Fig. 1: run 1, I/O nets highlighted
Scale: 4 px per um.
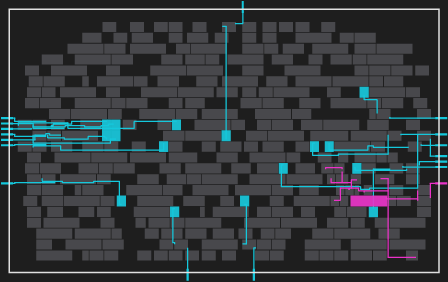
Fig. 2: run 1, cell sizes after repair
Scale: 4 px per um.
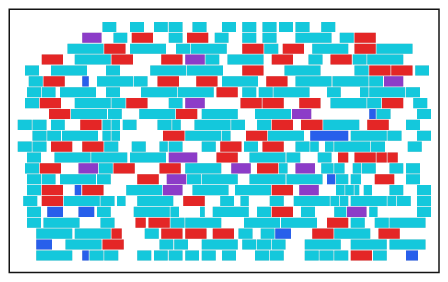
Fig. 3: run 1, met1 routing
Scale: 6 px per um. Supply wires on this layer in gray.
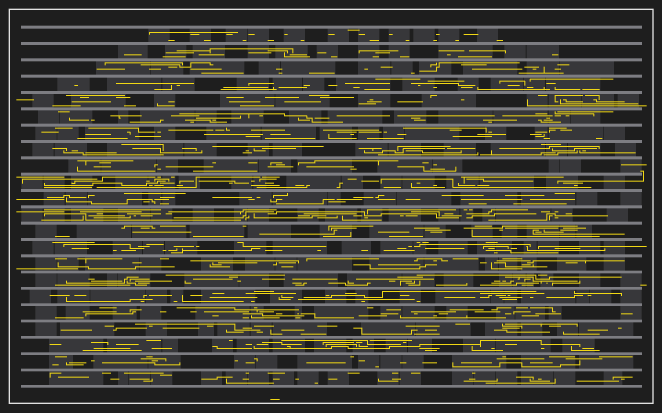
## src/rtl/matmul_pkg.sv

```systemverilog
// Shared types and helpers for the matmul pipeline stages.
package matmul_pkg;

    typedef enum logic {
        IDLE  = 1'b0,
        DRAIN = 1'b1
    } drain_state_t;

    // Index width with a floor of one bit so degenerate 1-element shapes still get a port.
    function automatic int clog2_min1(input int n);
        return (n <= 1) ? 1 : $clog2(n);
    endfunction

endpackage

```

## src/rtl/result_drain.sv

```systemverilog
// Snapshots the systolic array's result matrix on capture and streams it out
// row-major, one element per accepted valid/ready beat.
module result_drain
    import matmul_pkg::*;
#(
    parameter int DATA_WIDTH = 8,
    parameter int A_ROWS     = 2,
    parameter int B_COLS     = 2
) (
    input  logic                                   clk,
    input  logic                                   reset,
    input  logic [2*DATA_WIDTH-1:0]                result [0:A_ROWS-1][0:B_COLS-1],
    input  logic                                   capture,
    output logic [2*DATA_WIDTH-1:0]                out_data,
    output logic [clog2_min1(A_ROWS*B_COLS)-1:0]   out_addr,
    output logic                                   out_valid,
    input  logic                                   out_ready,
    output logic                                   out_last,
    output logic                                   busy,
    output logic                                   overrun
);

    localparam int EW = 2 * DATA_WIDTH;
    localparam int AW = clog2_min1(A_ROWS * B_COLS);
    localparam int RW = clog2_min1(A_ROWS);
    localparam int CW = clog2_min1(B_COLS);

    drain_state_t  state_q, state_d;
    logic [RW-1:0] row_q, row_d;
    logic [CW-1:0] col_q, col_d;
    logic          overrun_q, overrun_d;
    logic [EW-1:0] snap_q [0:A_ROWS-1][0:B_COLS-1];
    logic [EW-1:0] snap_d [0:A_ROWS-1][0:B_COLS-1];

    logic draining;
    logic at_last;

    assign draining = (state_q == DRAIN);
    assign at_last  = (row_q == RW'(A_ROWS - 1)) && (col_q == CW'(B_COLS - 1));

    always_comb begin
        state_d   = state_q;
        row_d     = row_q;
        col_d     = col_q;
        overrun_d = overrun_q;
        snap_d    = snap_q;
        case (state_q)
            IDLE: begin
                if (capture) begin
                    snap_d  = result;
                    row_d   = '0;
                    col_d   = '0;
                    state_d = DRAIN;
                end
            end
            DRAIN: begin
                // The snapshot is the only copy; a second capture must not clobber it.
                if (capture) begin
                    overrun_d = 1'b1;
                end
                if (out_ready) begin
                    if (at_last) begin
                        row_d   = '0;
                        col_d   = '0;
                        state_d = IDLE;
                    end else if (col_q == CW'(B_COLS - 1)) begin
                        col_d = '0;
                        row_d = row_q + RW'(1);
                    end else begin
                        col_d = col_q + CW'(1);
                    end
                end
            end
            default: state_d = IDLE;
        endcase
    end

    always_ff @(posedge clk or negedge reset) begin
        if (!reset) begin
            state_q   <= IDLE;
            row_q     <= '0;
            col_q     <= '0;
            overrun_q <= 1'b0;
            for (int i = 0; i < A_ROWS; i++) begin
                for (int j = 0; j < B_COLS; j++) begin
                    snap_q[i][j] <= '0;
                end
            end
        end else begin
            state_q   <= state_d;
            row_q     <= row_d;
            col_q     <= col_d;
            overrun_q <= overrun_d;
            snap_q    <= snap_d;
        end
    end

    // Outputs depend only on registered state, so out_ready never reaches out_valid/out_data.
    assign out_valid = draining;
    assign busy      = draining;
    assign overrun   = overrun_q;
    assign out_last  = draining && at_last;
    assign out_data  = draining ? snap_q[row_q][col_q] : '0;
    assign out_addr  = draining ? AW'(int'(row_q) * B_COLS + int'(col_q)) : '0;

endmodule

```

## config.mk

```make
export PLATFORM = sky130hd
export DESIGN_NAME = result_drain
export DESIGN_NICKNAME = d
export VERILOG_FILES = /design/src/rtl/matmul_pkg.sv /design/src/rtl/result_drain.sv
export SDC_FILE = /design/constraint.sdc
export NUM_CORES = 1
export LEC_CHECK = 0
export CORE_ASPECT_RATIO = 0.6
export CORE_MARGIN = 1.5
export CORE_UTILIZATION = 52
export CTS_CLUSTER_SIZE = 25
export DETAILED_ROUTE_END_ITERATION = 6
export PLACE_DENSITY_LB_ADDON = 0.2
export SLEW_MARGIN = 5
export SYNTH_ARGS = -nofsm -noshare
export SYNTH_HDL_FRONTEND = slang
export SYNTH_SLANG_ARGS = --single-unit
```

## constraint.sdc

```tcl
create_clock -name clk -period 3.8 [get_ports clk]
set_clock_uncertainty 0.2 [all_clocks]
set_input_delay 0.76 -clock clk [delete_from_list [all_inputs] [get_ports clk]]
set_output_delay 0.76 -clock clk [all_outputs]
set_load 0.02 [all_outputs]
```

==> results.txt, run 1 <==
CP required = 2840 ps
CTS tree = yes
crit-path max FO = 16
Detailed Routing Iterations Pass 1 = 4
metal3 WL = 382 um
outcome = finished, final reports clean
ANT cells = 0
Cell Chain, Critical Path = nand2b_1, o22ai_1, clkdlybuf4s50_1
most instantiated logic cell after routing = clkdlybuf4s50_1
FP Util = 54.5%
final hold viol count = 0
final setup fails = 0
DR WL met2 = 3030 um
Top delay family on crit path = buffers and inverters
Crit path largest cell delay = 660 ps
Top Ports = 90
number of flip-flops in the largest register = 64
Post-Route M1 WL = 3240 um
post-synth net total = 280
crit path launch = busy
GP Congestion = 0.781
M2 GR Usage = 32.9%
htree depth = 3
Synth Area in XOR/XNOR = 0.259%
DP Area = 4230 um^2
Leading cell kind = registers
postcts setup bufs = 0
Tapcells = 84
Notes on Fig. 1 above:
legend:
  cyan:
    port: `out_data`
    bits: 16
    direction: output
    edge: 7 west, 6 east, 2 south, 1 north
    end_cells: 16
    wire: 504 um
  magenta:
    port: `busy`
    bits: 1
    direction: output
    edge: east
    end_cells: 1
    wire: 79.0 um

Notes on Fig. 2 above:
legend:
  purple:
    size: x6 and larger
    cells: 13
  blue:
    size: x2
    cells: 11
  red:
    size: x3 and x4
    cells: 66
  cyan:
    size: x1 and smaller
    cells: 216

Notes on Fig. 3 above:
main direction: horizontal
longest straight run: 25.8 um
wire length on this layer: 3,240 um
share of all routed wire: 48%
Post-Route WL: 6740 um
met1 GRT Util: 28.9%

==> inputs of run 2 (changes only) <==
--- a/config.mk
+++ b/config.mk
@@ -5,6 +5,7 @@
 export SDC_FILE = /design/constraint.sdc
 export NUM_CORES = 1
 export LEC_CHECK = 0
+export CAP_MARGIN = 20
 export CORE_ASPECT_RATIO = 0.6
 export CORE_MARGIN = 1.5
 export CORE_UTILIZATION = 52
Fig. 4: run 2, cell density map
Scale: 4 px per um. 11 x 7 tiles, from dark blue (low) to red (high), 0 to 100% covered.
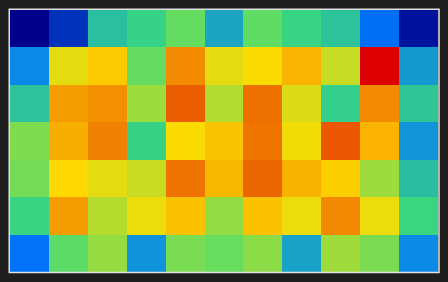
nearly empty tiles: 1.3%
tiles over 75% full: 33%
densest ninth of the die: center
fullest tile: 100%
mean over tiles: 62%
emptiest ninth of the die: north-west

Fig. 5: run 2, I/O nets highlighted
Scale: 4 px per um.
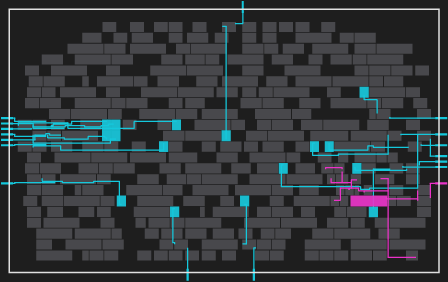
legend:
  cyan:
    port: `out_data`
    bits: 16
    direction: output
    edge: 7 west, 6 east, 2 south, 1 north
    end_cells: 16
    wire: 504 um
  magenta:
    port: `busy`
    bits: 1
    direction: output
    edge: east
    end_cells: 1
    wire: 79.0 um
Top Ports: 90
Buffers on Ports: 89

Fig. 6: run 2, met1 routing
Scale: 6 px per um. Supply wires on this layer in gray.
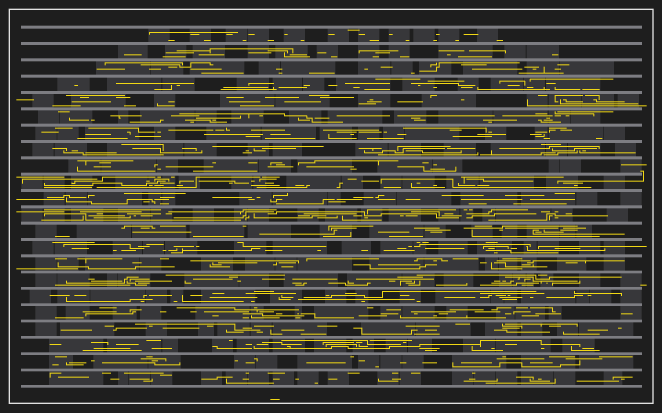
share of all routed wire: 48%
longest straight run: 25.8 um
nets with wire on the layer: 324
main direction: horizontal

==> results.txt, run 2 <==
outcome = finished, final reports clean
synthesized area = 3380 um^2
Post-Route M1 WL = 3240 um (unchanged)
initial drt markers = 72
CP required = 2840 ps (about the same)
GP Congestion = 0.781 (unchanged)
DR WL met2 = 3030 um (unchanged)
Post-Route WL = 6740 um (unchanged)
crit-path max FO = 16 (unchanged)
Crit path largest cell delay = 660 ps (about the same)
CTS tree = yes
Post-Route Utilization = 71.3%
ANT cells = 0 (unchanged)
Tapcells = 84 (unchanged)
number of flip-flops in the largest register = 64 (unchanged)
crit path launch = busy
final hold viol count = 0 (unchanged)
most instantiated logic cell after routing = clkdlybuf4s50_1
metal3 WL = 382 um (unchanged)
postcts setup bufs = 0 (unchanged)
maximum clock rate = 284 MHz
Detailed Routing Iterations Pass 1 = 4 (unchanged)
Top delay family on crit path = buffers and inverters
met1 GRT Util = 28.9% (unchanged)
Leading cell kind = registers
synth cell count leaders = dfrtp_1 (68), mux2_4 (60), mux2i_1 (32), o22ai_1 (16), buf_12 (7)
Cell Chain, Critical Path = nand2b_1, o22ai_1, clkdlybuf4s50_1
global route hottest layer = met2
Synth Area in XOR/XNOR = 0.259% (unchanged)
syn_area_per_cell = 15.9 um^2
FP Util = 54.5% (unchanged)
M2 GR Usage = 32.9% (unchanged)
Synth cell types = 23
DP Area = 4230 um^2 (unchanged)
final setup fails = 0 (unchanged)
post-synth net total = 280 (unchanged)
